===== config.mk =====
export PLATFORM = sky130hd
export DESIGN_NAME = sc_melodyseq
export DESIGN_NICKNAME = d
export VERILOG_FILES = /design/src/rtl/sc_melodyseq.sv
export SDC_FILE = /design/constraint.sdc
export NUM_CORES = 1
export LEC_CHECK = 0
export CAP_MARGIN = 5
export CORE_MARGIN = 5
export CORE_UTILIZATION = 46
export CTS_BUF_LIST = sky130_fd_sc_hd__clkbuf_4 sky130_fd_sc_hd__clkbuf_8
export CTS_CLUSTER_SIZE = 40
export DETAILED_ROUTE_END_ITERATION = 10
export PLACE_DENSITY = 0.66
export SYNTH_ARGS = -nofsm -noshare
export SYNTH_HDL_FRONTEND = slang
export SYNTH_SLANG_ARGS = --single-unit

===== constraint.sdc =====
create_clock -name SC_MELODYSEQ_CLOCK_50 -period 6.2 [get_ports SC_MELODYSEQ_CLOCK_50]
set_input_delay 0.93 -clock SC_MELODYSEQ_CLOCK_50 [delete_from_list [all_inputs] [get_ports SC_MELODYSEQ_CLOCK_50]]
set_output_delay 0.93 -clock SC_MELODYSEQ_CLOCK_50 [all_outputs]
set_load 0.01 [all_outputs]

===== src/rtl/sc_melodyseq.sv =====
// Melody sequencer: walks an 8-step note table and feeds the half-period divider
// and tone-enable of the downstream frequency generator, with start/stop/loop control.
module sc_melodyseq #(
  parameter int                  DIVIDER_WIDTH = 17,
  parameter int                  TICK_CYCLES   = 2500000,
  parameter int                  NOTES         = 8,
  // Step i lives in nibble [4*i +: 4]; codes and tick counts per step.
  parameter logic [NOTES*4-1:0]  CODE_TABLE    = 32'h0865_0321,
  parameter logic [NOTES*4-1:0]  TICK_TABLE    = 32'h4844_2444
) (
  input  logic                     SC_MELODYSEQ_CLOCK_50,
  input  logic                     SC_MELODYSEQ_RESET_InLow,
  input  logic                     SC_MELODYSEQ_start_In,
  input  logic                     SC_MELODYSEQ_stop_In,
  input  logic                     SC_MELODYSEQ_loop_In,
  output logic [DIVIDER_WIDTH-1:0] SC_MELODYSEQ_divider_OutBUS,
  output logic                     SC_MELODYSEQ_toneEnable_Out,
  output logic [2:0]               SC_MELODYSEQ_step_OutBUS,
  output logic                     SC_MELODYSEQ_busy_Out,
  output logic                     SC_MELODYSEQ_done_Out
);

  localparam int            TICK_W    = (TICK_CYCLES > 2) ? $clog2(TICK_CYCLES) : 1;
  localparam logic [TICK_W-1:0] TICK_LAST = TICK_W'(TICK_CYCLES - 1);
  localparam logic [2:0]    STEP_LAST = 3'(NOTES - 1);

  typedef enum logic [1:0] {
    S_IDLE,
    S_LOAD,
    S_PLAY,
    S_DONE
  } state_t;

  state_t                   state_q, state_d;
  logic [2:0]               step_q, step_d;
  logic [TICK_W-1:0]        tick_q, tick_d;
  logic [3:0]               dur_q, dur_d;
  logic [DIVIDER_WIDTH-1:0] divider_q, divider_d;
  logic                     tone_q, tone_d;

  logic [3:0]               note_code;
  logic [3:0]               note_ticks;
  logic [DIVIDER_WIDTH-1:0] note_div;

  function automatic logic [DIVIDER_WIDTH-1:0] note_divider(input logic [3:0] code);
    case (code)
      4'd1:    return DIVIDER_WIDTH'(95420);
      4'd2:    return DIVIDER_WIDTH'(85034);
      4'd3:    return DIVIDER_WIDTH'(75758);
      4'd4:    return DIVIDER_WIDTH'(71633);
      4'd5:    return DIVIDER_WIDTH'(63776);
      4'd6:    return DIVIDER_WIDTH'(56818);
      4'd7:    return DIVIDER_WIDTH'(50607);
      4'd8:    return DIVIDER_WIDTH'(47801);
      default: return '0;
    endcase
  endfunction

  assign note_code  = CODE_TABLE[{step_q, 2'b00} +: 4];
  assign note_ticks = TICK_TABLE[{step_q, 2'b00} +: 4];
  assign note_div   = note_divider(note_code);

  always_comb begin
    state_d   = state_q;
    step_d    = step_q;
    tick_d    = tick_q;
    dur_d     = dur_q;
    divider_d = divider_q;
    tone_d    = tone_q;

    case (state_q)
      S_IDLE: begin
        step_d = '0;
        if (SC_MELODYSEQ_start_In && !SC_MELODYSEQ_stop_In) begin
          state_d = S_LOAD;
        end
      end

      S_LOAD: begin
        if (SC_MELODYSEQ_stop_In) begin
          state_d   = S_IDLE;
          step_d    = '0;
          tick_d    = '0;
          dur_d     = '0;
          divider_d = '0;
          tone_d    = 1'b0;
        end else begin
          // A zero tick count would underflow the duration counter, so play it as one tick.
          state_d   = S_PLAY;
          divider_d = note_div;
          tone_d    = (note_div != '0);
          dur_d     = (note_ticks == 4'd0) ? 4'd1 : note_ticks;
          tick_d    = '0;
        end
      end

      S_PLAY: begin
        if (SC_MELODYSEQ_stop_In) begin
          state_d   = S_IDLE;
          step_d    = '0;
          tick_d    = '0;
          dur_d     = '0;
          divider_d = '0;
          tone_d    = 1'b0;
        end else if (tick_q == TICK_LAST) begin
          tick_d = '0;
          if (dur_q <= 4'd1) begin
            dur_d = '0;
            if (step_q != STEP_LAST) begin
              step_d  = step_q + 3'd1;
              state_d = S_LOAD;
            end else if (SC_MELODYSEQ_loop_In) begin
              step_d  = '0;
              state_d = S_LOAD;
            end else begin
              state_d   = S_DONE;
              divider_d = '0;
              tone_d    = 1'b0;
            end
          end else begin
            dur_d = dur_q - 4'd1;
          end
        end else begin
          tick_d = tick_q + TICK_W'(1);
        end
      end

      S_DONE: begin
        state_d = S_IDLE;
        step_d  = '0;
      end

      default: begin
        state_d = S_IDLE;
      end
    endcase
  end

  always_ff @(posedge SC_MELODYSEQ_CLOCK_50 or negedge SC_MELODYSEQ_RESET_InLow) begin
    if (!SC_MELODYSEQ_RESET_InLow) begin
      state_q   <= S_IDLE;
      step_q    <= '0;
      tick_q    <= '0;
      dur_q     <= '0;
      divider_q <= '0;
      tone_q    <= 1'b0;
    end else begin
      state_q   <= state_d;
      step_q    <= step_d;
      tick_q    <= tick_d;
      dur_q     <= dur_d;
      divider_q <= divider_d;
      tone_q    <= tone_d;
    end
  end

  assign SC_MELODYSEQ_divider_OutBUS = divider_q;
  assign SC_MELODYSEQ_toneEnable_Out = tone_q;
  assign SC_MELODYSEQ_step_OutBUS    = step_q;
  assign SC_MELODYSEQ_busy_Out       = (state_q == S_LOAD) || (state_q == S_PLAY);
  assign SC_MELODYSEQ_done_Out       = (state_q == S_DONE);

endmodule


logic_types.png
Scale bar: 20 um.
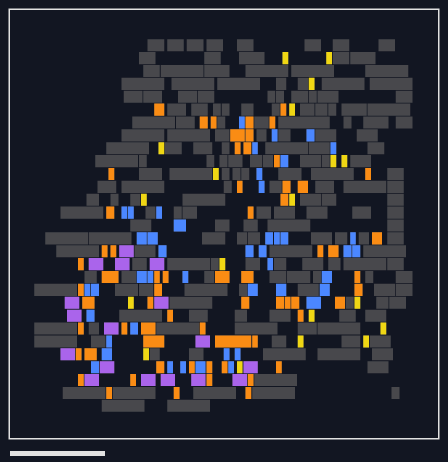
Key: purple = XOR/XNOR gates [cells 17, most used xor2_1]; orange = NOR gates [cells 64, most used nor2_1]; yellow = inverters [cells 19, most used inv_1]; blue = NAND gates [cells 45, most used nand2_1]
multi-input combinational area share: 48.2%
final std cells w/o fill: 410

clk_routes.png
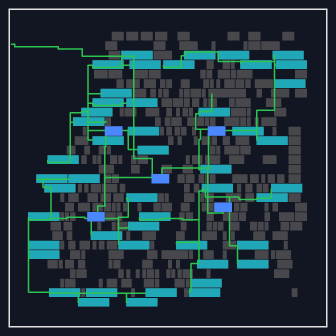
Key: blue = clock drivers [count 5]; green = clock wires [length 635 um]; cyan = flip-flops [count 48]
Position of the flops: all over the die.
clk ins delay skew pair: 0.30 ns
Clk pwr share: 20.0%
Clk power: 0.228 mW
Worst Skew: 0.00598 ns

layer_met3.png
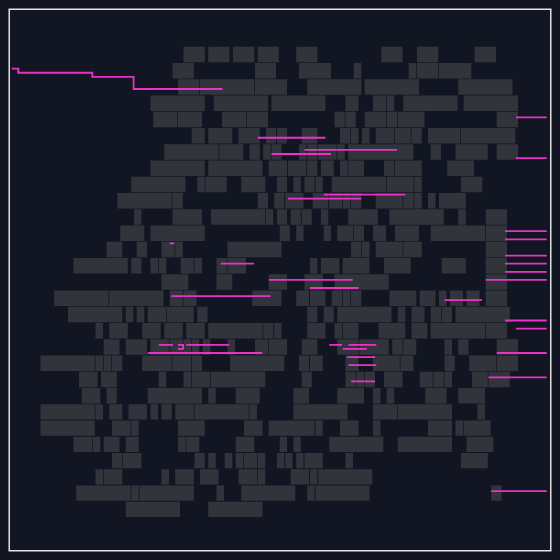
27 nets have wire on it. The layer holds 4.6% of the routed length. The longest straight run is 18.9 um. The wires run mostly horizontal. The layer carries 292 um of wire.

==> results.sh <==
# source this file to load flow results
export IMPL_top_logic_kind="simple AND/OR/NAND/NOR gates"
export IMPL_crit_arrival_ns=2.18
export IMPL_vias=2331
export IMPL_grt_overflow=0
export IMPL_hold_buffers=0
export IMPL_cts_setup_buffers=0
export IMPL_finalMaxSlewViolations=0
export IMPL_die_w_um=90.4
export IMPL_post_route_cell_area_mm2=0.00337
export IMPL_antenna_violating_nets_post_route=0
export IMPL_ys_flops=48
export IMPL_wl_met2_um=3010
export IMPL_setup_tns_ns=0
export IMPL_status="finished, final reports clean"
export IMPL_cp_slowest_cell="ha_1"
export IMPL_num_tap_cells=77
export IMPL_ir_drop_uv=268
export IMPL_ys_seq_share_pct=40.4
export IMPL_r2r_slack_ns=3.61
export IMPL_cts_inserted_buffers=5
export IMPL_wl_um=6340
export IMPL_comb_power_mw=0.516
export IMPL_clockNetworkAreaShare_pct=3.31
export IMPL_netlist_instances=311
export IMPL_adder_share_pct=8.41
export IMPL_synthArstFlopShare_pct=100
export IMPL_io_buffers=27
export IMPL_grt_use_met3_pct=2.83
export IMPL_switching_power_mw=0.417
export IMPL_grt_pass1_wl_um=11200
export IMPL_bufAreaShareNonClock_pct=7.88
export IMPL_dieArea_mm2=0.00817
export IMPL_signal_buffers=27
export IMPL_fillers=587
export IMPL_wl_met1_um=2980
export IMPL_hold_class="reg2reg"
[per-stage QoR]
step           instances  setup slack (ns)  utilization, %
6_report             410              3.09            53.3
2_1_floorplan        311              4.03               -
3_5_place_dp         402              3.23            51.6
3_3_place_gp         402              3.30            51.6
4_1_cts              410              3.08            53.3
5_1_grt              410              3.00            53.3
[layout by cell type, fill, tap and decap left out, drive strengths merged, types with 2 or more instances in the layout]
cell type	instances
nor4	3
a21o	5
nor3	13
nor4b	3
nor2	37
inv	18
and2	2
or4	2
nor2b	4
o21bai	2
and3	3
nand4	7
a31o	2
o22ai	3
mux2	16
o2111ai	2
ha	20
nor3b	3
xnor2	8
nand3	13
xor2	9
or2	2
clkinv	2
and4	6
nand2	21
nand2b	2
mux2i	3
clkbuf	5
dfrtp	48
a21oi	13
a31oi	2
clkdlybuf4s50	26
o21ai	11
Power figures rest on the tool's default switching activity, not on a simulated workload.
